Fig. 1: run 1, pin map
Pins as bars across the die edge, other pins in grey.
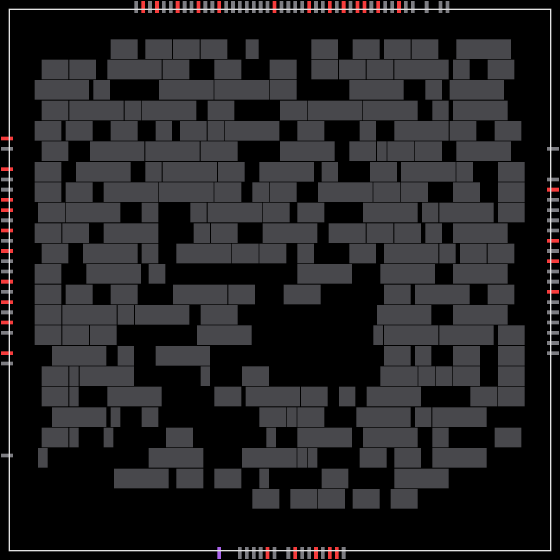
Fig. 2: run 1, logic cells by family
Bar = 20 um.
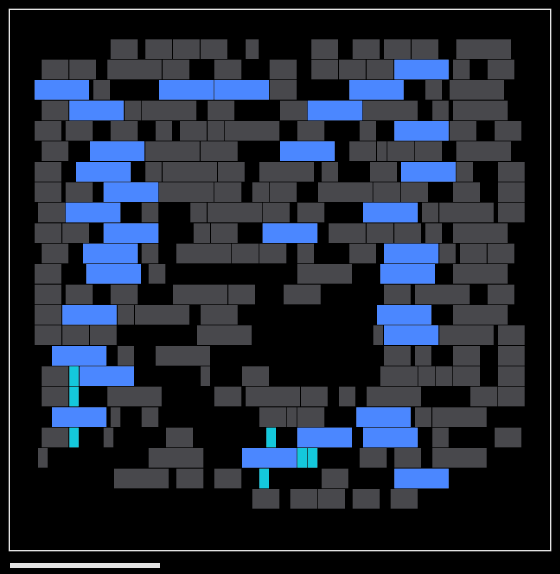
Fig. 3: run 1, signal wires by layer
Two of the layers only.
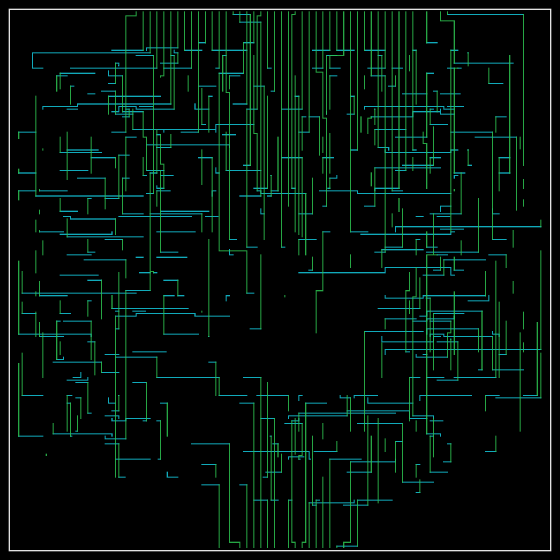
<file path="config.mk">
export PLATFORM = sky130hd
export DESIGN_NAME = ripple_adder
export DESIGN_NICKNAME = d
export VERILOG_FILES = /design/src/rtl/ripple_adder.sv
export SDC_FILE = /design/constraint.sdc
export NUM_CORES = 1
export LEC_CHECK = 0
export CAP_MARGIN = 20
export CORE_MARGIN = 3
export CORE_UTILIZATION = 36
export CTS_CLUSTER_SIZE = 24
export DETAILED_ROUTE_END_ITERATION = 6
export GPL_ROUTABILITY_DRIVEN = 0
export PLACE_DENSITY = 0.8
export SETUP_SLACK_MARGIN = 0.05
export SLEW_MARGIN = 20
export SYNTH_ARGS = -nofsm -noshare
export SYNTH_HDL_FRONTEND = slang
export SYNTH_SLANG_ARGS = --single-unit
</file>
<file path="constraint.sdc">
create_clock -name clk_i -period 20.1 [get_ports clk_i]
set_clock_uncertainty 0.05 [all_clocks]
set_input_delay 6.03 -clock clk_i [delete_from_list [all_inputs] [get_ports clk_i]]
set_output_delay 6.03 -clock clk_i [all_outputs]
set_load 0.05 [all_outputs]
</file>
<file path="src/rtl/ripple_adder.sv">
// Parameterised ripple-carry adder: an explicit chain of 1-bit full adders with registered sum, carry-out and overflow.
// Define RIPPLE_OVF_DETECT_EN to enable signed-overflow detection; by default of_o is tied to 0.
module ripple_adder #(
  parameter int WIDTH = 32
) (
  input  logic             clk_i,
  input  logic             rst_i,
  input  logic [WIDTH-1:0] a_i,
  input  logic [WIDTH-1:0] b_i,
  input  logic             cin_i,
  output logic [WIDTH-1:0] sum_o,
  output logic             cout_o,
  output logic             of_o
);

  logic [WIDTH-1:0] sum_d, sum_q;
  logic             cout_d, cout_q;
  logic             of_d, of_q;

  // Carry is a block-local vector so each stage strictly consumes the previous stage's carry.
  always_comb begin : rippleChain
    logic [WIDTH:0] carry;
    carry    = '0;
    sum_d    = '0;
    carry[0] = cin_i;
    for (int i = 0; i < WIDTH; i++) begin
      sum_d[i]   = a_i[i] ^ b_i[i] ^ carry[i];
      carry[i+1] = (a_i[i] & b_i[i]) | (a_i[i] & carry[i]) | (b_i[i] & carry[i]);
    end
    cout_d = carry[WIDTH];
`ifdef RIPPLE_OVF_DETECT_EN
    of_d = carry[WIDTH] ^ carry[WIDTH-1];
`else
    of_d = 1'b0;
`endif
  end

  always_ff @(posedge clk_i) begin
    if (rst_i) begin
      sum_q  <= '0;
      cout_q <= 1'b0;
      of_q   <= 1'b0;
    end else begin
      sum_q  <= sum_d;
      cout_q <= cout_d;
      of_q   <= of_d;
    end
  end

  assign sum_o  = sum_q;
  assign cout_o = cout_q;
  assign of_o   = of_q;

endmodule

</file>
==> results_slide.txt, run 1 <==
Run Summary

Detailed routing
  – DRT iter0 DRCs: 14
  – Vias/cell: 4.137
  – Routed WL: 3374 um

Setup path
  – Critical-path top delay cell: fa_1
  – Worst Setup EP: sum_o[31]
  – Critical path buffers and inverters: 4
  – Critical Path Source Type: input port
  – Cell mode on critical path: fa_1
  – Delay-heaviest family, CP: adder cells

Timing
  – Final Cycle Share: 0.9413
  – Setup TNS: 0 ns
  – Period minus WS final: 18.92 ns
  – Slew HR: 0.6241
  – Slew Limit Fails: 0

Worst hold path
  – HP Start: rst_i
  – WHS Endpoint: sum_o[31]
  – Worst Hold Depth: 2

Status
  – Status: complete, no violations

Clock tree
  – H-tree depth: 2
  – Clk buf depth: 2
  – CTS clock-pin slew for the worst setup and hold paths: 0.06 ns
  – CTS tree: built
  – Clock Sinks: 33
  – Cts bufs inserted: 5

Pwr
  – Psw: 0.00006987 W
  – Reg power frac: 0.372
  – Tot Pwr: 0.0002043 W

Finish
  – Diode count: 0
  – Flip-flop count of the largest register after layout: 32
  – Finished Cell Area: 0.002659 mm^2
  – Syn-to-layout area delta: 70.41%
  – Flop area: 660.6 um^2
  – Post-layout util: 0.6506
  – Share of cells above drive strength 1: 0.02817

Synthesis
  – Yosys chip area: 0.001560 mm^2
  – Aoi share: 0
  – Floorplan Nets: 209
  – Yosys Instances: 110
  – Cell taking the most area after synthesis: dfxtp_1
  – Top logic family: adder cells
  – MUX area fraction: 0
  – Cell with the most instances after synthesis: dfxtp_1
  – Asr flop ratio synth: 0
  – Syn. warnings: 0
  – Dominant cell area share: 0.4234

Die
  – Ports: 101
  – CORE AREA: 0.004086 mm^2
  – Row count: 23

Place
  – PortBufs: 99

Job
  – Tool warnings: 26

Global routing
  – Largest net degree at the start of global routing: 34
Back to the opening pictures, Fig. 1:
legend:
  red:
    port: b_i
    pins: 32
    direction: input
    edge: 13 top, 10 left, 5 bottom, 4 right
  purple:
    port: cout_o
    pins: 1
    direction: output
    edge: bottom
all pins by edge: 44 top, 22 left, 19 right, 16 bottom
die height: 71.84 um
chip width: 71.84 um

Back to the opening pictures, Fig. 2:
legend:
  blue:
    family: adder and majority cells
    cells: 32
    most_used: fa_1
    where: spread over the die
  cyan:
    family: inverters
    cells: 7
    most_used: inv_1
Layout Cells excl Fill: 263
logic share of the area: 0.3172

Back to the opening pictures, Fig. 3:
legend:
  green:
    layer: met2
    wire_length: 2010 um
  cyan:
    layer: met1
    wire_length: 1110 um
mean routed wirelength per cell: 12.83 um
Via Count: 1088
Total Routing Usage GR: 0.1415

[run 1: layout by cell type, fill, tap and decap left out]
cell and n:
buf_2 1, fa_1 32, nor2b_1 30, nor2_1 3
clkdlybuf4s50_1 98, dfxtp_1 33, inv_1 7, conb_1 1
clkbuf_8 5, clkbuf_1 3
[run 1: layout make-up]
cell class / count / share of cell area
clock buffer: 8 / 0.03012
inverter: 7 / 0.009882
tap: 50 / 0.02353
multi-input combinational: 66 / 0.3172
timing repair buffer: 99 / 0.3708
sequential: 33 / 0.2485
[run 1: layer usage]
metal / part of all wire / vias to the layer above / routed length, um / global-route usage
met1: 0.33 / 513 / 1105 / 0.1527
li1: - / 520 / - / -
met2: 0.60 / 51 / 2013 / 0.2561
met4: 0.014 / 0 / 46 / 0.06889
met5: 0 / - / 0 / 0
met3: 0.062 / 4 / 208 / 0.03506
Fig. 4: run 1, placement by cell class
Fill, decap, tap and diode cells in grey.
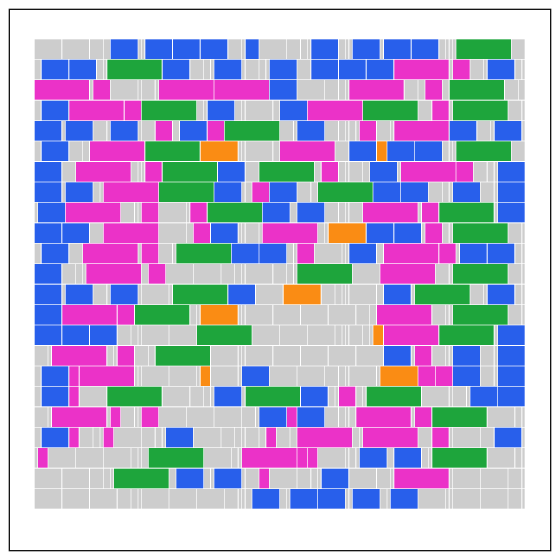

--- run 2 (diff from run 1) ---
Settings changed: PLACE_DENSITY 0.8 to 0.84.
Clock period 20.1 ns to 20.5 ns, I/O delays scaled along.
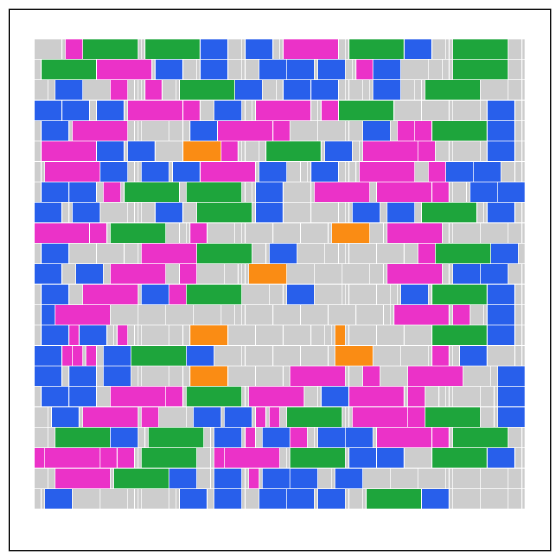
Fig. 5. Placement by cell class (run 2).
Fill, decap, tap and diode cells in grey.
legend:
  blue:
    class: other buffers and delay cells
    cells: 99
    share_of_their_area: 38%
  magenta:
    class: all other logic
    cells: 73
    share_of_their_area: 33%
  orange:
    class: clock drivers and dummy loads
    cells: 7
    share_of_their_area: 3.3%
  green:
    class: flip-flops
    cells: 33
    share_of_their_area: 25%
post-layout util: 0.6522
sequential share of cell area: 0.2479

==> results_slide.txt, run 2 <==
Run Summary

Status
  – Status: complete, no violations

Synthesis
  – Dominant cell area share: 0.4234
  – Top logic family: adder cells
  – MUX area fraction: 0
  – Floorplan Nets: 209
  – Syn. warnings: 0
  – Asr flop ratio synth: 0
  – Aoi share: 0
  – Cell with the most instances after synthesis: dfxtp_1
  – Yosys chip area: 0.001560 mm^2
  – Yosys Instances: 110
  – Cell taking the most area after synthesis: dfxtp_1

Setup path
  – Critical Path AT: 19.21 ns
  – Critical Path Source Type: input port
  – Critical-path top delay cell: fa_1

Timing
  – Slew Limit Fails: 0
  – Final Cycle Share: 0.9299
  – Slew HR: 0.6219
  – Period minus WS final: 19.06 ns

Global routing
  – GR met3 Demand/Resource: 0.06592
  – Gr busiest metal: met2
  – GR Layer Usage met1: 0.1544
  – Total Routing Usage GR: 0.1376
  – Largest net degree at the start of global routing: 34

Detailed routing
  – Mean routed wirelength per cell: 12.28 um
  – Max Used Layer: met4
  – WL met1: 1144 um
  – Metal3 WL: 343 um
  – Via Count: 1100
  – Vias/cell: 4.198
  – DRT iter0 DRCs: 27
  – Met2 WL: 1701 um

Finish
  – Diode count: 0
  – Finished Cell Area: 0.002665 mm^2
  – Syn-to-layout area delta: 70.81%
  – Layout Cells excl Fill: 262
  – Most frequent cells in the layout: clkdlybuf4s50_1, dfxtp_1, fa_1
  – Flip-flop count of the largest register after layout: 32

Pwr
  – Leakage power: 1.044 nW
  – Psw: 0.00006799 W
  – Reg power frac: 0.368

Clock tree
  – Clock Sinks: 33
  – CTS clock-pin slew for the worst setup and hold paths: 0.06 ns
  – Cts bufs inserted: 5
  – Clk buf depth: 2
  – CTS tree: built

Die
  – CORE AREA: 0.004086 mm^2
  – Row count: 23

Job
  – Tool warnings: 26

Place
  – PortBufs: 99
## run 2: worst max-delay path, delay by kind of cell
kind / cells / cell delay (ns)
buf+inv: 4 / 0.61
fa+ha+maj: 32 / 12.35
simple gates: 1 / 0.10
## run 2: kinds of logic (layout without fill, tap and decap cells)
logic type	after synthesis	in the layout
buf+inv	11	113
flops	33	33
fa+ha+maj	32	32
other cells	1	1
simple gates	33	33
## run 2: worst paths after layout
| path | end | slack, ns | startpoint | cells after the start |
|---|---|---|---|---|
| max | sum_o[31] | 1.44 | a_i[0] | 37 |
| min | sum_o[0] | 6.30 | rst_i | 2 |
## run 2: cell type report
class | instances | area [um^2]
clock buffer | 7 | 86.33
fill | 334 | 1421
inverter | 7 | 26.28
multi-input combinational | 66 | 843.3
sequential | 33 | 660.6
tap | 50 | 62.56
timing repair buffer | 99 | 985.9
Power and IR drop assume default switching activity.
